$ cat src/rtl/fetch_unit.sv
// fetch_unit
//   Instruction fetch front end. A free-running fetch PC issues in-order
//   requests to instruction memory, in-order responses are written into a
//   DEPTH-entry {pc, instr} queue, and decode drains the queue head through
//   a valid/ready handshake. A redirect flushes the queue, retargets fetch
//   and marks every still-outstanding response to be discarded on arrival.
//
// Parameters
//   WIDTH     data/address width
//   DEPTH     queue entries and maximum outstanding requests (power of two, >= 2)
//   RESET_PC  fetch address after reset (bits [1:0] forced to zero)
//
// Ports
//   clk, rst                 clock, synchronous active-high reset
//   mem_req_valid/ready/addr request channel (word-aligned address)
//   mem_resp_valid/data      in-order response channel, no back-pressure
//   redirect_valid/pc        replace the fetch stream this cycle
//   instr_valid/ready        decode handshake on the queue head
//   instr, instr_pc          head instruction and its address
module fetch_unit #(
    parameter int unsigned      WIDTH    = 32,
    parameter int unsigned      DEPTH    = 4,
    parameter logic [WIDTH-1:0] RESET_PC = '0
) (
    input  logic             clk,
    input  logic             rst,
    output logic             mem_req_valid,
    input  logic             mem_req_ready,
    output logic [WIDTH-1:0] mem_req_addr,
    input  logic             mem_resp_valid,
    input  logic [WIDTH-1:0] mem_resp_data,
    input  logic             redirect_valid,
    input  logic [WIDTH-1:0] redirect_pc,
    output logic             instr_valid,
    input  logic             instr_ready,
    output logic [WIDTH-1:0] instr,
    output logic [WIDTH-1:0] instr_pc
);

    localparam int unsigned PW = $clog2(DEPTH);
    localparam int unsigned CW = $clog2(DEPTH + 1);
    localparam logic [WIDTH-1:0] ALIGN_MASK = {{(WIDTH-2){1'b1}}, 2'b00};
    localparam logic [WIDTH-1:0] PC_STEP    = WIDTH'(4);
    localparam logic [CW:0]      DEPTH_W    = (CW+1)'(DEPTH);

    logic [WIDTH-1:0] r_fetch_pc;
    logic [WIDTH-1:0] r_resp_pc;
    logic [WIDTH-1:0] r_q_instr [DEPTH];
    logic [WIDTH-1:0] r_q_pc    [DEPTH];
    logic [PW-1:0]    r_rd_ptr;
    logic [PW-1:0]    r_wr_ptr;
    logic [CW-1:0]    r_count;
    logic [CW-1:0]    r_outstanding;
    logic [CW-1:0]    r_drop;

    logic [CW:0]      w_credit_sum;
    logic             w_req_fire;
    logic             w_push;
    logic             w_pop;
    logic [CW-1:0]    w_outstanding_nxt;

    always_comb begin
        w_credit_sum  = {1'b0, r_count} + {1'b0, r_outstanding};
        mem_req_valid = !rst && !redirect_valid && (w_credit_sum < DEPTH_W);
        mem_req_addr  = r_fetch_pc;
        w_req_fire    = mem_req_valid && mem_req_ready;

        instr_valid   = !rst && !redirect_valid && (r_count != '0);
        instr         = r_q_instr[r_rd_ptr];
        instr_pc      = r_q_pc[r_rd_ptr];
        w_pop         = instr_valid && instr_ready;

        // A response is kept only when nothing is pending discard; redirect
        // cycles never push because the queue is being flushed.
        w_push        = mem_resp_valid && (r_drop == '0) && !redirect_valid;

        // Requests are blocked during redirect, so in that cycle this is
        // exactly outstanding minus an arriving response: the new drop count.
        w_outstanding_nxt = r_outstanding;
        case ({w_req_fire, mem_resp_valid})
            2'b10:   w_outstanding_nxt = r_outstanding + CW'(1);
            2'b01:   w_outstanding_nxt = r_outstanding - CW'(1);
            default: w_outstanding_nxt = r_outstanding;
        endcase
    end

    always_ff @(posedge clk) begin
        if (rst) begin
            r_fetch_pc    <= RESET_PC & ALIGN_MASK;
            r_resp_pc     <= RESET_PC & ALIGN_MASK;
            r_rd_ptr      <= '0;
            r_wr_ptr      <= '0;
            r_count       <= '0;
            r_outstanding <= '0;
            r_drop        <= '0;
        end else if (redirect_valid) begin
            r_fetch_pc    <= redirect_pc & ALIGN_MASK;
            r_resp_pc     <= redirect_pc & ALIGN_MASK;
            r_rd_ptr      <= '0;
            r_wr_ptr      <= '0;
            r_count       <= '0;
            r_outstanding <= w_outstanding_nxt;
            r_drop        <= w_outstanding_nxt;
        end else begin
            r_outstanding <= w_outstanding_nxt;
            if (w_req_fire) begin
                r_fetch_pc <= r_fetch_pc + PC_STEP;
            end
            if (mem_resp_valid && (r_drop != '0)) begin
                r_drop <= r_drop - CW'(1);
            end
            if (w_push) begin
                r_resp_pc <= r_resp_pc + PC_STEP;
                r_wr_ptr  <= r_wr_ptr + PW'(1);
            end
            if (w_pop) begin
                r_rd_ptr <= r_rd_ptr + PW'(1);
            end
            if (w_push && !w_pop) begin
                r_count <= r_count + CW'(1);
            end else if (w_pop && !w_push) begin
                r_count <= r_count - CW'(1);
            end
        end
    end

    // Queue payload needs no reset; entries beyond count are never observed.
    always_ff @(posedge clk) begin
        if (!rst && w_push) begin
            r_q_instr[r_wr_ptr] <= mem_resp_data;
            r_q_pc[r_wr_ptr]    <= r_resp_pc;
        end
    end

endmodule

$ cat config.mk
export PLATFORM = sky130hd
export DESIGN_NAME = fetch_unit
export DESIGN_NICKNAME = d
export VERILOG_FILES = /design/src/rtl/fetch_unit.sv
export SDC_FILE = /design/constraint.sdc
export NUM_CORES = 1
export LEC_CHECK = 0
export ABC_AREA = 1
export ABC_CLOCK_PERIOD_IN_PS = 7100
export CORE_ASPECT_RATIO = 0.5
export CORE_UTILIZATION = 45
export CTS_CLUSTER_SIZE = 14
export DETAILED_ROUTE_END_ITERATION = 7
export GPL_TIMING_DRIVEN = 0
export PLACE_DENSITY = 0.72
export SETUP_SLACK_MARGIN = 0.3
export SLEW_MARGIN = 40
export SYNTH_ARGS = -nofsm -noshare
export SYNTH_HDL_FRONTEND = slang
export SYNTH_SLANG_ARGS = --single-unit
export TNS_END_PERCENT = 10
$ cat constraint.sdc
create_clock -name clk -period 7.1 [get_ports clk]
set_input_delay 1.42 -clock clk [delete_from_list [all_inputs] [get_ports clk]]
set_output_delay 1.42 -clock clk [all_outputs]
set_load 0.01 [all_outputs]
==> run_1/closeup.png <==
Window x 113 to 138, y 51 to 76 µm. Cells in grey, sequential cells in the stronger grey; small squares are vias.
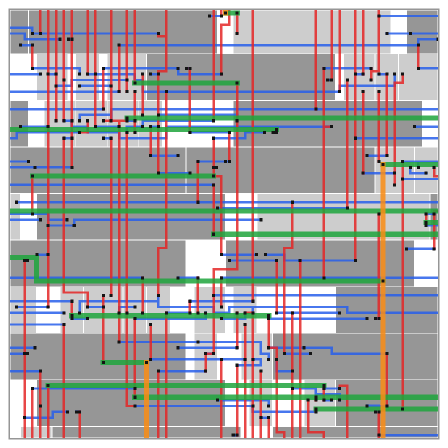
- orange: M4
- green: M3
- red: M2
- blue: M1
- sequential cells in the window: 13
- most frequent: edfxtp_1 (13), nor2_1 (8), o21ai_0 (8)
- cells with their middle in the window: 37
- netlist names of flops here include: r_q_pc (13)

==> run_1/util_map.png <==
Drawn at 1.5 px/µm. The die is cut into 25 by 13 equal tiles; black is low, pale yellow is high, 0 to 100% covered.
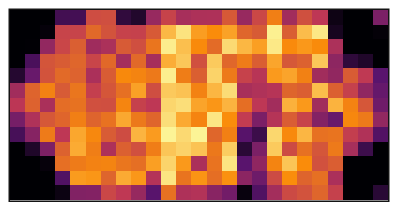
- tiles over 75% full: 22%
- mean over tiles: 53%
- densest ninth of the die: middle
- fullest tile: 98%
- nearly empty tiles: 11%
post-layout util: 57.3%
core area: 30500 µm²
FP Core Util: 46.1%

==> flow_metrics.tcl, run 1 <==
# metrics dict for downstream scripts
set metrics [dict create \
    flop_cell "edfxtp_1" \
    seq_power_share_pct 53.9 \
    cts_hold_buf 0 \
    nonClkBufAreaFrac_pct 13.0 \
    ys_cells 1399 \
    io_buffers 160 \
    io_pins 168 \
    detailed_place_hpwl_um 25600 \
    critical_path_arrival_ps 3080 \
    logic_gate_count 918 \
    top_regs "r_q_instr x128, r_q_pc x120" \
    yosysUniqueCellTypes 43 \
    path_buffers 4 \
    lay_top_cells "248 x nand2_1, 248 x edfxtp_1, 210 x nor2_1" \
    area_growth_pct 24.4 \
    grt.total_usage_pct 23.0 \
    drive_above_1_share_pct 6.26 \
    edf_count 248 \
    cellLeakagePower_nw 6.20 \
    top_area_cell_class "sequential cells" \
    power_w 0.00396 \
    outcome "completed" \
    combGateArea_um2 4470 \
    warnings 32 \
    flop_area_um2 8950 \
    period_minus_slack_ps 4500 \
    rsz0062_at_grt "no" \
    p_switching_w 0.000898 \
    grt_max_degree 18 \
    crit_path_max_fanout 10 \
    syn_area_um2 14100 \
    gp_congestion 0.869 \
    grt_pass1_wl_um 56900 \
    via_count 10856 \
    syn_inst 1399 \
    top_logic_kind "simple AND/OR/NAND/NOR gates" \
    synth_chip_area_um2 14100 \
    fp.dieH_um 127 \
    ys_sh_mux_pct 0 \
    p_comb_share_pct 7.9 \
    drtAntennaViolNets 0 \
    xor_share_pct 1.25 \
    cp_top_family "buffers and inverters" \
    top_power_group "registers" \
    finalHoldViolations 0 \
    synth-compound-area-share_pct 11.9 \
    drv_cap 0 \
    crit_path_start_kind "register" \
    inv_count 98 \
    clkSlewWorstSetupHoldPaths_ps 60 \
    max-vdd-ir-drop_mv 0.132 \
    pwr-share-clk_pct 38.2 \
    numCtsBuffers 29 \
    synth.avg_cell_area_um2 10.0 \
    viasPerCell 5.29 \
    synth_flops 323 \
    drt_iter0_markers 772 \
    slowest_stage "clkdlybuf4s50_1" \
    yosys_warnings 0 \
    largest_reg_flops 128 \
    clock_path_buffers 3 \
    n_antenna_cell 0 \
]
==> run_1/class_map.png <==
Drawn at 2 px/µm. Fill, decap, tap and diode cells in grey.
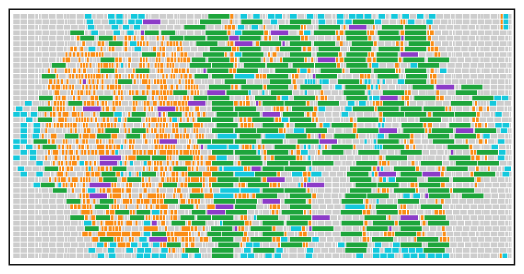
- purple: clock drivers and dummy loads (cells 51)
- cyan: remaining buffers and delay cells (cells 239)
- green: sequential cells (cells 323)
- orange: remaining logic cells (cells 1016)
Post-Layout Inst Area: 17500 µm²
FP Rows: 45
sequential share of cell area: 51.2%

==> run_1/clock_nets.png <==
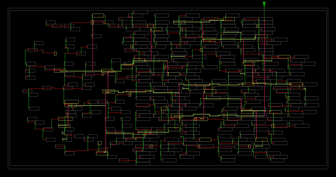
Clock Sinks: 323
Clk. pwr: 0.00151 W
Worst Skew: 16.1 ps
clkbuf count: 41
flop count: 323

-- run 1: layer usage --
metal / global-route usage (%) / share of wire, % / vias up
li1: - / - / 5265
met1: 31.1 / 44 / 5135
met2: 38.1 / 47 / 375
met3: 3.55 / 6.3 / 81
met4: 7.45 / 2.7 / 0
met5: 0 / 0 / -
-- run 1: stage by stage --
stage,area [µm²],cells,setup TNS (ps),setup WS [ps],hold WS (ps)
2_1_floorplan,14100,1402,0,2160,456
3_3_place_gp,16200,1985,-149380,-733,475
3_5_place_dp,16600,2001,0,2680,492
4_1_cts,17500,2052,0,2560,501
5_1_grt,17500,2052,0,2460,530
6_report,17500,2052,0,2600,497
-- run 1: final timing paths --
| path | endpoint | start | slack (ps) | cells past startpoint |
|---|---|---|---|---|
| worst max register to register | r_q_instr[0][6] | r_drop[0] | 4490 | 9 |
| worst min register to register | r_rd_ptr[0] | r_rd_ptr[0] | 500 | 2 |
| worst max-delay path | instr[14] | register | 2600 | 6 |
| worst min-delay path | r_rd_ptr[0] | r_rd_ptr[0] | 500 | 2 |
-- run 1: Yosys cell counts, drive strengths merged (7+ instances only) --
cell type | instances | share of area [%]
nand2 | 253 | 7.0
edfxtp | 248 | 53
nor2 | 226 | 6.4
o21ai | 173 | 6.2
inv | 96 | 2.6
dfxtp | 75 | 11
o22ai | 65 | 2.9
nand3 | 61 | 2.2
a21oi | 55 | 2.0
clkbuf | 43 | 1.1
buf | 20 | 1.0
xor2 | 17 | 1.1
ha | 12 | 1.1
nand4 | 9 | 0.40
a31oi | 8 | 0.36
nand3b | 8 | 0.43
nor3 | 7 | 0.28
==> run_1/clock_wires.png <==
Drawn at 3 px/µm.
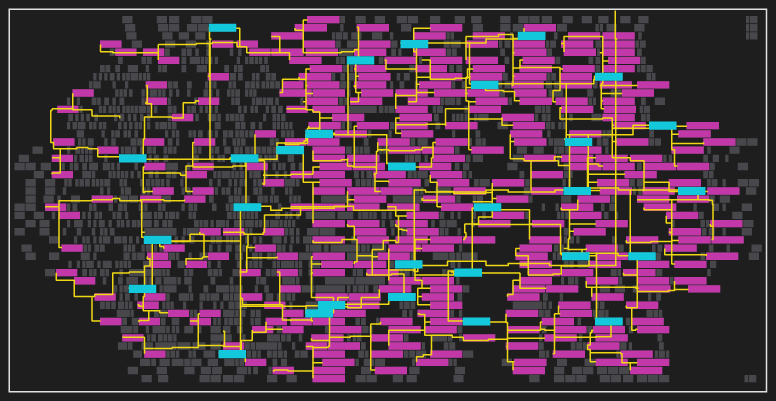

--- run 2 (diff from run 1) ---
ABC_CLOCK_PERIOD_IN_PS = 4380   (was 7100)
clock period = 4.38 ns   (was 7.1 ns; I/O delays follow)
==> run_2/clock_wires.png <==
Drawn at 3 px/µm.
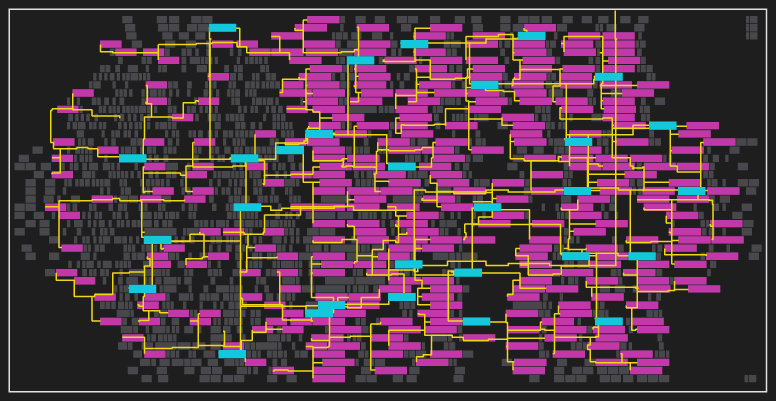
- magenta: flip-flops (count 323)
- cyan: clock-net drivers (count 29)
- yellow: clock wires (length 3720 µm)
- flops lie: widely spread
- routed clock nets: 30
clock share of power: 38.2%
Worst Skew: 19.9 ps

==> run 2 against run 1 <==
  * Routed wire length about the same
  * Worst setup slack worse by 2200 ps
  * Clock power up 63%
  * Non-clock buffer count unchanged
  * Largest cell class unchanged
==> flow_metrics.tcl, run 2 <==
# metrics dict for downstream scripts
set metrics [dict create \
    outcome "completed" \
    flop_cell "edfxtp_1" \
    io_pins 168 \
    synth-compound-area-share_pct 11.9 \
    inv_count 98 \
    critical_path_arrival_ps 3060 \
    syn_area_um2 14100 \
    drive_above_1_share_pct 6.32 \
    yosys.area.top_type_share_pct 53.0 \
    ys_cells 1399 \
    ys_top_cells_by_count "248 x edfxtp_1, 248 x nand2_1, 214 x nor2_1" \
    p_comb_share_pct 7.9 \
    viasPerCell 5.28 \
    hp-class "reg2reg" \
    ys_sh_mux_pct 0 \
    wl_met2_um 17500 \
    pre_cts_ws_ps 910 \
    cp_top_family "buffers and inverters" \
    cts.sinks 323 \
    power_w 0.00642 \
    r2r-end "r_q_instr[0][6]" \
    top_register "r_q_instr" \
    top_area_cell_class "sequential cells" \
    use_met3_pct 3.55 \
    synth.avg_cell_area_um2 10.0 \
    clkSlewWorstSetupHoldPaths_ps 60 \
    tightest_slew_ps 672 \
    synth_seq_share_pct 63.7 \
    logic_gate_count 918 \
    seq-cell-share_pct 51.2 \
    drv_cap 0 \
    nonClkBufAreaFrac_pct 13.0 \
    seq_cells 323 \
    setup_ws_ps 439 \
    io_buffers 160 \
    crit_path_start_kind "register" \
    n_antenna_cell 0 \
    clock_path_buffers 3 \
    area_growth_pct 24.4 \
    via_count 10839 \
    relSlewSlack_pct 55.2 \
    met2_usage_pct 38.1 \
    reg2reg_from "r_drop[0]" \
    dp_cells 2001 \
    edf_count 248 \
    synth_chip_area_um2 14100 \
    period_minus_slack_ps 3940 \
    rr_worst_depth 9 \
    grt_max_degree 18 \
    cellLeakagePower_nw 6.21 \
    syn_inst 1399 \
    drtAntennaViolNets 0 \
    clkbuf_count 41 \
    warnings 33 \
    synth_flops 323 \
    whs_path_depth 2 \
    detailed_place_hpwl_um 25600 \
    lay_top_cells "248 x nand2_1, 248 x edfxtp_1, 210 x nor2_1" \
    flop_area_um2 8950 \
    top_layer_used "met4" \
    adder_share_pct 1.35 \
    dpl_cell_area_um2 16600 \
    max-vdd-ir-drop_mv 0.214 \
    rsz0062_at_grt "no" \
    combGateArea_um2 4470 \
    crit_path_max_fanout 10 \
    final-instance-count-excl-fill 2052 \
    synth_area_leader_cell "edfxtp_1" \
    cts_hold_buf 0 \
    route.met3.wl_um 2170 \
    hold_start "r_rd_ptr[0]" \
    drt_iter0_markers 770 \
    grt_pass1_wl_um 56900 \
    largest_reg_flops 128 \
    row_count 45 \
    gp_congestion 0.869 \
    wl_met1_um 16100 \
    slowest_stage "clkdlybuf4s50_1" \
    topCellsByArea "edfxtp_1 53%, dfxtp_1 11%, nand2_1 6.6%" \
    fp.dieH_um 127 \
    grt.total_usage_pct 23.0 \
    finalInstanceArea_um2 17500 \
    hold_end "r_rd_ptr[0]" \
    xor_share_pct 1.25 \
    met1_usage_pct 31.1 \
    yosys_warnings 0 \
    path_buffers 5 \
    r2r_setup_slack_ps 1770 \
    grt-busiest-layer "met2" \
    floorplan.core_util_pct 46.1 \
    top_regs "r_q_instr x128, r_q_pc x120" \
    p_switching_w 0.00146 \
    core_area_um2 30500 \
    top_logic_kind "simple AND/OR/NAND/NOR gates" \
    critPathMaxStageDelay_ps 590 \
    seq_power_share_pct 53.9 \
    finalHoldViolations 0 \
    grt_overflow 0 \
    numCtsBuffers 29 \
]
run 2: cell counts after synthesis:
No cell type changed its count.
run 2: how the worst max path moves through the flow:
stage	startpoint	endpoint	cells after the start
after floorplan	mem_resp_valid	r_q_instr[0][0]	4
after global placement	mem_resp_valid	r_q_instr[3][13]	5
after detailed placement	mem_resp_valid	r_q_instr[0][6]	8
after CTS	register	instr[14]	6
after global routing	register	instr[11]	7
final	register	instr_pc[3]	7
run 2: power groups by stage:
| stage | Combinational [W] | Clock (W) | Sequential (W) |
|---|---|---|---|
| 4_1_cts | 0.000509 | 0.00249 | 0.00346 |
| 6_report | 0.000509 | 0.00246 | 0.00346 |
| 3_3_place_gp | 0.000484 | 0 | 0.00352 |
| 5_1_grt | 0.000559 | 0.00261 | 0.00347 |
| 3_5_place_dp | 0.000505 | 0 | 0.00352 |
| 2_1_floorplan | 0.000252 | 0 | 0.00350 |
run 2: timing repair:
action                                  in CTS  in global routing
endpoints found under the hold margin        0                  0
gates resized                                0                  2
endpoints found under the setup margin       0                  3
run 2: cells by family (layout without fill, tap and decap cells):
kind of cell	count (synthesis)	in the layout
and+or+nand+nor	569	569
adders and majority gates	14	14
AOI/OAI and AO/OA	311	311
other	1	4
DFF	323	323
xor gates and xnor gates	20	20
buffers and inverters	161	388
run 2: tightest hold or removal path: stages, from the launching register on:
cell and delay (ps):
dfxtp_1 300, inv_1 90, a21oi_1 60
run 2: per-stage QoR:
stage / hold slack [ps] / setup TNS [ps] / util (%)
6_report: 497 / 0 / 57.3
5_1_grt: 522 / 0 / 57.3
4_1_cts: 501 / 0 / 57.3
3_5_place_dp: 492 / 0 / 54.4
3_3_place_gp: 475 / -689020 / 53.1
2_1_floorplan: 456 / -3590 / -
Power and IR drop assume default switching activity.
